### Clock routing, run 1

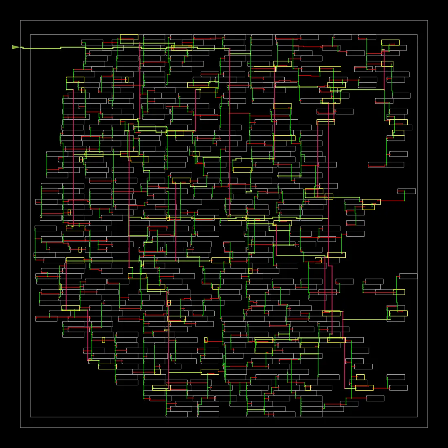
### Clock network drawn from the DEF, run 1

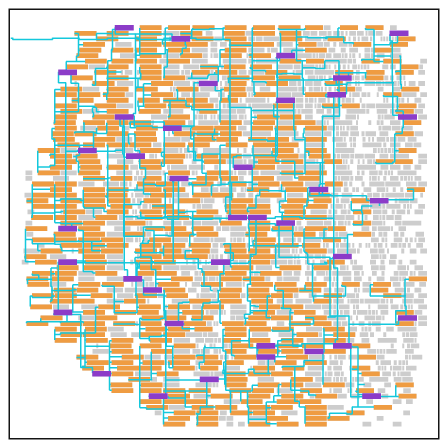
### Metal 1, run 1

Supply wires on this layer in gray. Cells faint in the background.
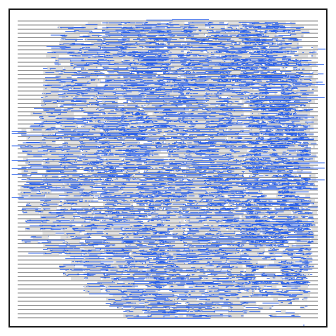
$ cat src/rtl/pool_pkg.sv
// Shared constants, FSM state type and signed max helper for the 2x2 max-pool stage.
package pool_pkg;

  localparam int DATA_W  = 32;
  localparam int IN_DIM  = 28;
  localparam int OUT_DIM = IN_DIM / 2;
  localparam int COORD_W = 5;

  typedef enum logic {
    IDLE,
    RUN
  } state_t;

  function automatic logic signed [DATA_W-1:0] smax(input logic signed [DATA_W-1:0] a,
                                                    input logic signed [DATA_W-1:0] b);
    return (a > b) ? a : b;
  endfunction

endpackage

$ cat src/rtl/conv_maxpool_2x2_if.sv
// Sample stream into the pooling stage and pooled stream out of it.
// master drives the conv2 results; slave is the pooling block.
interface conv_maxpool_2x2_if #(
  parameter int DATA_W  = pool_pkg::DATA_W,
  parameter int COORD_W = pool_pkg::COORD_W
);

  logic                      in_valid;
  logic [COORD_W-1:0]        in_row;
  logic [COORD_W-1:0]        in_col;
  logic signed [DATA_W-1:0]  in_data;

  logic                      out_valid;
  logic [COORD_W-2:0]        out_row;
  logic [COORD_W-2:0]        out_col;
  logic signed [DATA_W-1:0]  out_data;
  logic                      frame_done;
  logic                      seq_err;

  modport master (
    output in_valid, in_row, in_col, in_data,
    input  out_valid, out_row, out_col, out_data, frame_done, seq_err
  );

  modport slave (
    input  in_valid, in_row, in_col, in_data,
    output out_valid, out_row, out_col, out_data, frame_done, seq_err
  );

endinterface

$ cat src/rtl/pool_line_buffer.sv
// Half-width line buffer holding the even-row pair maxima of the current row pair.
// One synchronous write port, one combinational read port.
module pool_line_buffer
  import pool_pkg::*;
#(
  parameter int DEPTH = OUT_DIM,
  parameter int WIDTH = DATA_W,
  parameter int AW    = $clog2(DEPTH)
) (
  input  logic             clk,
  input  logic             we,
  input  logic [AW-1:0]    waddr,
  input  logic [WIDTH-1:0] wdata,
  input  logic [AW-1:0]    raddr,
  output logic [WIDTH-1:0] rdata
);

  logic [WIDTH-1:0] mem [DEPTH];

  // NOTE: no reset on the storage array; every entry is written on the even row
  // before the odd row reads it, so reset would only cost flops and fanout.
  always_ff @(posedge clk) begin
    if (we) mem[waddr] <= wdata;
  end

  assign rdata = mem[raddr];

endmodule

$ cat src/rtl/conv_maxpool_2x2.sv
// 2x2 stride-2 max pool over a raster-ordered conv2 result stream, with order checking.
// Define MAXPOOL_RELU_EN to clamp negative inputs to zero before pooling.
module conv_maxpool_2x2 #(
  parameter int DATA_W  = pool_pkg::DATA_W,
  parameter int IN_DIM  = pool_pkg::IN_DIM,
  parameter int COORD_W = pool_pkg::COORD_W
) (
  input  logic             clk,
  input  logic             rst,
  conv_maxpool_2x2_if.slave bus
);

  import pool_pkg::*;

  localparam logic [COORD_W-1:0] LAST = COORD_W'(IN_DIM - 1);

  typedef logic signed [DATA_W-1:0] sample_t;

  state_t               state, state_nx;
  logic [COORD_W-1:0]   exp_row, exp_col, exp_row_nx, exp_col_nx;
  logic                 accept, order_err;
  logic                 is_origin, is_last, in_range;
  logic                 lb_we, emit;
  sample_t              sample, h, lb_rdata, pair_max, pool_max;

  logic                 out_valid_q, frame_done_q, seq_err_q;
  logic [COORD_W-2:0]   out_row_q, out_col_q;
  sample_t              out_data_q;

`ifdef MAXPOOL_RELU_EN
  assign sample = bus.in_data[DATA_W-1] ? '0 : bus.in_data;
`else
  assign sample = bus.in_data;
`endif

  assign is_origin = (bus.in_row == '0) && (bus.in_col == '0);
  assign is_last   = (bus.in_row == LAST) && (bus.in_col == LAST);
  assign in_range  = (bus.in_row <= LAST) && (bus.in_col <= LAST);

  // NOTE: every always_comb output gets its default first so no path leaves it
  // unassigned and infers a latch.
  always_comb begin
    state_nx   = state;
    exp_row_nx = exp_row;
    exp_col_nx = exp_col;
    accept     = 1'b0;
    order_err  = 1'b0;
    if (bus.in_valid) begin
      unique case (state)
        IDLE: begin
          accept    = is_origin;
          order_err = !is_origin;
        end
        RUN: begin
          // A misordered sample is still pooled at its own coordinates; a fresh
          // (0,0) therefore restarts the frame.
          accept    = in_range;
          order_err = !in_range || (bus.in_row != exp_row) || (bus.in_col != exp_col);
        end
      endcase
      if (accept) begin
        if (is_last) begin
          state_nx   = IDLE;
          exp_row_nx = '0;
          exp_col_nx = '0;
        end else begin
          state_nx = RUN;
          if (bus.in_col == LAST) begin
            exp_row_nx = bus.in_row + 1'b1;
            exp_col_nx = '0;
          end else begin
            exp_row_nx = bus.in_row;
            exp_col_nx = bus.in_col + 1'b1;
          end
        end
      end
    end
  end

  always_ff @(posedge clk or posedge rst) begin
    if (rst) begin
      state   <= IDLE;
      exp_row <= '0;
      exp_col <= '0;
    end else begin
      state   <= state_nx;
      exp_row <= exp_row_nx;
      exp_col <= exp_col_nx;
    end
  end

  assign lb_we    = accept && bus.in_col[0] && !bus.in_row[0];
  assign emit     = accept && bus.in_col[0] && bus.in_row[0];
  assign pair_max = smax(h, sample);
  assign pool_max = smax(lb_rdata, pair_max);

  pool_line_buffer #(
    .DEPTH (IN_DIM / 2),
    .WIDTH (DATA_W),
    .AW    (COORD_W - 1)
  ) u_line_buffer (
    .clk   (clk),
    .we    (lb_we),
    .waddr (bus.in_col[COORD_W-1:1]),
    .wdata (pair_max),
    .raddr (bus.in_col[COORD_W-1:1]),
    .rdata (lb_rdata)
  );

  always_ff @(posedge clk or posedge rst) begin
    if (rst) begin
      h            <= '0;
      out_valid_q  <= 1'b0;
      out_row_q    <= '0;
      out_col_q    <= '0;
      out_data_q   <= '0;
      frame_done_q <= 1'b0;
      seq_err_q    <= 1'b0;
    end else begin
      out_valid_q  <= emit;
      frame_done_q <= emit && is_last;
      if (accept && !bus.in_col[0]) h <= sample;
      if (emit) begin
        out_row_q  <= bus.in_row[COORD_W-1:1];
        out_col_q  <= bus.in_col[COORD_W-1:1];
        out_data_q <= pool_max;
      end
      if (order_err) seq_err_q <= 1'b1;
    end
  end

  assign bus.out_valid  = out_valid_q;
  assign bus.out_row    = out_row_q;
  assign bus.out_col    = out_col_q;
  assign bus.out_data   = out_data_q;
  assign bus.frame_done = frame_done_q;
  assign bus.seq_err    = seq_err_q;

endmodule

$ cat src/flat_wrapper.sv
// flat-port wrapper written by rule: the top's interface ports become plain ports
module conv_maxpool_2x2_flat import pool_pkg::*;
#(
  parameter int DATA_W  = pool_pkg::DATA_W,
  parameter int IN_DIM  = pool_pkg::IN_DIM,
  parameter int COORD_W = pool_pkg::COORD_W
)
  (clk, rst, bus_in_valid, bus_in_row, bus_in_col, bus_in_data, bus_out_valid, bus_out_row, bus_out_col, bus_out_data, bus_frame_done, bus_seq_err);
  conv_maxpool_2x2_if #(.DATA_W(DATA_W), .COORD_W(COORD_W)) bus_i ();
  input  logic clk;
  input  logic rst;
  input wire logic [$bits(bus_i.in_valid)-1:0] bus_in_valid;
  input wire logic [$bits(bus_i.in_row)-1:0] bus_in_row;
  input wire logic [$bits(bus_i.in_col)-1:0] bus_in_col;
  input wire logic [$bits(bus_i.in_data)-1:0] bus_in_data;
  output wire logic [$bits(bus_i.out_valid)-1:0] bus_out_valid;
  output wire logic [$bits(bus_i.out_row)-1:0] bus_out_row;
  output wire logic [$bits(bus_i.out_col)-1:0] bus_out_col;
  output wire logic [$bits(bus_i.out_data)-1:0] bus_out_data;
  output wire logic [$bits(bus_i.frame_done)-1:0] bus_frame_done;
  output wire logic [$bits(bus_i.seq_err)-1:0] bus_seq_err;
  assign bus_i.in_valid = bus_in_valid;
  assign bus_i.in_row = bus_in_row;
  assign bus_i.in_col = bus_in_col;
  assign bus_i.in_data = bus_in_data;
  assign bus_out_valid = bus_i.out_valid;
  assign bus_out_row = bus_i.out_row;
  assign bus_out_col = bus_i.out_col;
  assign bus_out_data = bus_i.out_data;
  assign bus_frame_done = bus_i.frame_done;
  assign bus_seq_err = bus_i.seq_err;
  conv_maxpool_2x2 #(.DATA_W(DATA_W), .IN_DIM(IN_DIM), .COORD_W(COORD_W)) u_core (.clk(clk), .rst(rst), .bus(bus_i));
endmodule
$ cat config.mk
export PLATFORM = sky130hd
export DESIGN_NAME = conv_maxpool_2x2_flat
export DESIGN_NICKNAME = d
export VERILOG_FILES = /design/src/rtl/pool_pkg.sv /design/src/rtl/conv_maxpool_2x2_if.sv /design/src/rtl/pool_line_buffer.sv /design/src/rtl/conv_maxpool_2x2.sv /design/src/flat_wrapper.sv
export SDC_FILE = /design/constraint.sdc
export NUM_CORES = 1
export LEC_CHECK = 0
export CORE_MARGIN = 5
export CORE_UTILIZATION = 61
export CTS_BUF_LIST = sky130_fd_sc_hd__clkbuf_16
export CTS_CLUSTER_DIAMETER = 60
export CTS_CLUSTER_SIZE = 20
export DETAILED_ROUTE_END_ITERATION = 7
export GPL_TIMING_DRIVEN = 0
export PLACE_DENSITY = 0.8
export SKIP_LAST_GASP = 1
export SLEW_MARGIN = 10
export SYNTH_ARGS = -nofsm -noshare
export SYNTH_HDL_FRONTEND = slang
export SYNTH_SLANG_ARGS = --single-unit
$ cat constraint.sdc
create_clock -name clk -period 5.8 [get_ports clk]
set_clock_uncertainty 0.15 [all_clocks]
set_input_delay 1.16 -clock clk [delete_from_list [all_inputs] [get_ports clk]]
set_output_delay 1.16 -clock clk [all_outputs]
set_load 0.005 [all_outputs]
==> flow_summary.ini, run 1 <==
; flow metrics
[outcome]
status = complete, no violations

[layout]
fin_area_um2 = 28200
syn2layout_area_growth_pct = 17.2
layout.nets = 1726

[worst_setup_path]
r2r-end = u_core.bus.out_data[2]
worstSetupStartpoint = bus_in_data[20]
cp-start-kind = input port
reg2reg_depth = 19
cpMaxStageDelayCell = clkdlybuf4s50_1
cp_cell_sequence = clkdlybuf4s50_1 -> inv_1 -> ha_1 -> nand4_1 -> nor3_2 -> a22oi_1 -> and2_1 -> clkbuf_4 -> a22o_4 -> buf_6 -> a2bb2oi_2 -> o221ai_4 -> ha_1 -> and4_1 -> and4bb_2 -> nor2_4 -> a21oi_1 -> nor3_2 -> nor2_4 -> buf_4 -> a2111o_1 -> a21oi_1

[routing]
drt.antenna.violating_nets = 0
wl_per_cell_um = 29.8
dr.pass1.iters = 5
drc = 0

[cts]
cts_tree = yes
cts_max_level = 2
path_clk_slew_ps = 70
cts.path.max_buffers = 3

[min_path]
hold_start = u_core.bus.seq_err
hold_depth = 1
whs_endpoint = u_core.bus.seq_err

[global_route]
grt_pass1_vias = 14598
antenna_found_initial = 1
grt_overflow = 0
grt_usage_pct = 28.7

[floorplan]
rows = 72
die.size.y_um = 209
core_area_um2 = 38800

[final_timing]
drv_slew = 0
fmax_ghz = 0.175
fin_hold_ws_ps = 327
setup_viol = 0
period_needed_ps = 5730

[placement]
place_congestion = 0.920
dp_hpwl_mm = 41.3

[logic_synthesis]
ys.flops = 534
top_area_share_pct = 55.9
area_leaders = edfxtp_1 56%, mux4_2 12%, dfrtp_1 8.9%
edf_count = 448
ys_seq_share_pct = 64.9

[pwr]
p_leak_nw = 9.90

[run]
tool_warnings = 28
About 'Clock routing':
sequential cells: 534
Clock Sinks: 534

About 'Clock network drawn from the DEF':
- cyan: clock wires (length 5,680 µm)
- orange: flip-flops (count 534)
- purple: cells driving clock nets (count 38)
- routed clock nets: 39

About 'Metal 1':
- share of all routed wire: 37%
- wire length on this layer: 23.8 mm

==> run 1: repair_timing <==
item	4_1_cts	5_1_grt
cloned	0	2
buffers inserted	1	18
endpoints found under the setup margin	32	32
hold buffers	0	0
gates resized	25	103
pin swaps	3	15
==> run 1: Yosys cell counts, types with 3 or more instances <==
master     number
nand4_1        14
a211oi_1        3
a21oi_1        42
and2_1          4
nand2_1        73
and4_1          3
mux2_2         68
edfxtp_1      448
nor2b_1         5
o21ai_0        26
nor3_2          3
buf_2          30
nor2_1         64
nand3_1        39
xnor2_1         7
buf_1           9
nand2b_1        3
mux4_2        127
ha_1           68
nor3_1         40
buf_6           6
a2bb2oi_2      18
or3_1           3
o221ai_2       28
o211ai_1       20
dfrtp_1        86
a2bb2oi_1      11
o211ai_2       13
clkbuf_1       38
a31oi_1         3
inv_1          75
xor2_1          7
a2111o_1        3
mux2i_1         3
o21ai_1        18
==> run 1: where the power goes <==
part | switching [mW] | internal (mW) | total [mW]
logic | 1.80 | 1.17 | 2.97
registers | 0.199 | 4.82 | 5.02
clock network | 1.38 | 1.50 | 2.88
==> run 1: per-stage QoR <==
stage | cells | setup TNS, ps
after global placement | 2046 | -868850
after detailed placement | 2070 | -42300
after global routing | 2159 | -583
after floorplan | 1446 | 0
after CTS | 2139 | 0
final | 2160 | 0
==> run 1: worst max-delay path, delay by kind of cell <==
family	cells	cell delay, ps
AND-OR/OR-AND	7	1370
AND/OR/NAND/NOR	8	1650
adder cells (fa/ha/maj)	2	620
buffers and inverters	5	1240
==> run 1: per-layer routing <==
metal	vias up	routed length (µm)	GRT usage (%)
li1	6047	-	-
met1	7446	23800	39.3
met2	932	31500	46.5
met3	180	6660	6.12
met4	0	2510	10.5
met5	-	0	0
==> run 1: placed cells by master, fill, tap and decap left out, drive strengths merged, types with 4 or more instances in the layout <==
cell	instances
buf	93
a21oi	44
a2bb2oi	29
mux2	68
ha	68
clkinv	6
nand4	15
xnor2	7
clkbuf	80
mux4	127
nor2	65
o221ai	29
nor3	43
and2	5
xor2	7
bufinv	4
o21ai	44
clkdlybuf4s50	62
nand3	40
nand2	73
o211ai	33
nor2b	5
dlymetal6s2s	20
inv	92
edfxtp	448
dfrtp	86
==> run 1: registers in the layout (all words and copies together) (netlist names) <==
register,flops
u_core.u_line_buffer.mem,448
u_core.exp_row,5
u_core.bus.frame_done,1
u_core.state,1
u_core.h,32
u_core.bus.out_col,4
u_core.bus.out_data,32
u_core.exp_col,5
u_core.bus.out_valid,1
u_core.bus.seq_err,1
u_core.bus.out_row,4
==> run 1: kinds of logic after synthesis <==
group / Yosys count / synth area share, %
compound gates: 201 / 7.37
mux: 198 / 15.2
fa+ha+maj: 68 / 3.54
simple gates: 267 / 5.43
buf+inv: 164 / 3.05
flops: 534 / 64.9
xor+xnor: 14 / 0.510
==> run 1: final cells by class <==
class	count	area, µm²	area share (%)
sequential	534	15600	55.4
multi-input combinational	748	8160	29.0
inverter	77	295	1.05
clock buffer	41	1030	3.64
antenna	1	2.50	0.00888
timing repair buffer	127	1630	5.79
buffer	87	518	1.84
tap	518	648	2.30
clock inverter	27	297	1.05
### Cells colored by class, run 1

Bar = 50 µm.
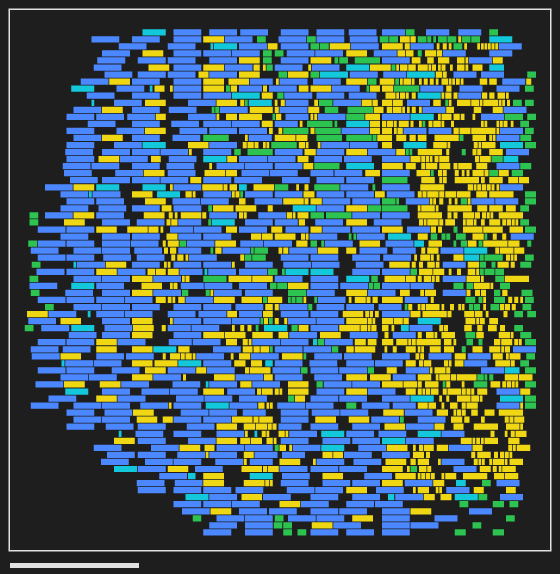

--- run 2 (diff from run 1) ---
Settings changed: CORE_UTILIZATION 61 to 65, PLACE_DENSITY 0.8 to 0.84, SLEW_MARGIN 10 to not set.
Clock period 5.8 ns to 7.3 ns, I/O delays scaled along.
### Cells colored by class, run 2

Bar = 50 µm.
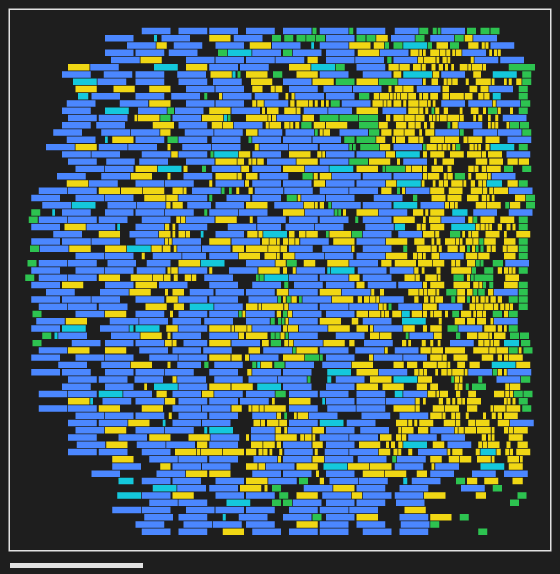
- green: other buffers and delay cells (cells 195; share of their area 6.3%)
- cyan: clock drivers and dummy loads (cells 69; share of their area 4.6%)
- blue: flip-flops (cells 534; share of their area 59%)
- yellow: all other logic (cells 825; share of their area 30%)

==> run 2 against run 1 <==
Net effect:
- first-iteration DRC count fell by 14%
- register-to-register slack improved by 630 ps
- via count is 0.29% lower
- synthesized cell count unchanged
- critical path depth down 7
- power down 24%
- sequential cell count is the same
- utilization up 1.8 points
- clock-buffer cell count decreased by 2
- sequential share of layout area up 2.1 points
==> flow_summary.ini, run 2 <==
; flow metrics
[layout]
fin_area_um2 = 27200
largest_register_ff_count = 448
final_cells = 2091
most-common-layout-cells = 448 x edfxtp_1, 127 x mux4_2, 88 x inv_1
n_antenna_cell = 0
top_register = u_core.u_line_buffer.mem
syn2layout_area_growth_pct = 13.0
lay_top_count = edfxtp_1

[floorplan]
core_area_um2 = 36500
rows = 70

[worst_setup_path]
cp-start-kind = input port
cp_cell_sequence = clkdlybuf4s50_1 -> buf_2 -> buf_2 -> clkbuf_1 -> mux2_2 -> mux4_2 -> ha_1 -> a21oi_1 -> o21ai_0 -> a211oi_1 -> o31ai_1 -> nor3_1 -> o21ai_0 -> clkbuf_1 -> o211ai_1
cpMaxStageDelayCell = clkbuf_1
worst-path-buf-inv = 5

[cts]
path_clk_slew_ps = 80
clock_sinks = 534
cts_tree = yes
cts_max_level = 2

[pwr]
pwr-share-comb_pct = 25.7
swShare_pct = 31.3
netSwitchingPower_mw = 2.58
p_leak_nw = 9.41

[routing]
drc = 0
wl_per_cell_um = 30.0
drt.antenna.violating_nets = 0

[logic_synthesis]
edf_count = 448
adder_share_pct = 3.54
muxShareOfSynthArea_pct = 15.2
top_area_share_pct = 55.9
xor_area_share_pct = 0.510

[placement]
dp_cells = 2022
dp_hpwl_mm = 41.1

[global_route]
grt_pass1_vias = 14892

[outcome]
status = complete, no violations

[final_timing]
fin_hold_ws_ps = 330
fmax_ghz = 0.143
### Metal 1, run 2

Supply wires on this layer in gray. Cells faint in the background.
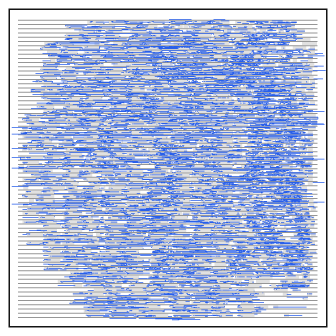
- share of all routed wire: 36%
- nets with wire on the layer: 1,640

[run 2: cell counts after synthesis]
No cell type changed its count.
[run 2: kinds of logic after synthesis]
| group | Yosys count |
|---|---|
| DFF | 534 |
| and+or+nand+nor | 267 |
| AOI/OAI and AO/OA | 201 |
| muxes | 198 |
| buffers and inverters | 164 |
| adders and majority gates | 68 |
| xor gates and xnor gates | 14 |
[run 2: per-layer routing]
layer  vias to the layer above  part of all wire, %  global-route usage, %
met2                      1041                   49                   50.8
met5                         -                    0                      0
met4                         0                  3.1                   9.29
met1                      7352                   36                   42.2
li1                       6006                    -                      -
met3                       164                   11                   6.87
[run 2: final cells by class]
type	instances	area [µm²]
Fill cell	2081	9360
Sequential cell	534	15600
Clock buffer	39	976
Tap cell	468	586
Buffer	87	447
Clock inverter	30	235
Timing Repair Buffer	108	1220
Inverter	77	292
Multi-Input combinational cell	748	7800
[run 2: metrics by stage]
step | util [%] | setup TNS (ps) | setup WS [ps]
final | 74.4 | 0 | 294
after global routing | 74.4 | 0 | 12.3
after CTS | 74.4 | 0 | 245
after detailed placement | 71.0 | -4110 | -204
after global placement | 69.7 | -534140 | -2350
after floorplan | - | 0 | 1020
[run 2: power by group through the flow]
stage               Combinational (mW)  Sequential, mW  Clock (mW)
floorplan                         1.25            3.99           0
global placement                  1.92            4.04           0
detailed placement                2.04            4.04           0
CTS                               2.07            3.98        2.15
global route                      2.27            4.00        2.29
finish                            2.12            3.99        2.14
[run 2: path summary, 6_finish.rpt]
check | startpoint | end | slack [ps] | cells after the start
min | u_core.bus.out_col[1] | u_core.bus.out_col[1] | 330 | 2
min reg2reg | u_core.bus.out_col[1] | u_core.bus.out_col[1] | 330 | 2
max reg2reg | u_core.h[25] | u_core.bus.out_data[21] | 1440 | 19
max | bus_in_col[1] | u_core.bus.out_data[21] | 290 | 15
min in group asynchronous | rst | u_core.bus.frame_done | 1190 | 2
max in group asynchronous | rst | u_core.h[3] | 5110 | 3
[run 2: worst min-delay path: stages (launching register included)]
cell and delay (ps):
dfrtp_1 340, nand2_1 50, nand2_1 60
[run 2: what timing repair did]
| action | CTS | global route |
|---|---|---|
| endpoints found under the setup margin | 0 | 30 |
| gates resized | 0 | 6 |
| setup buffers | 0 | 0 |
Power and IR drop assume default switching activity.
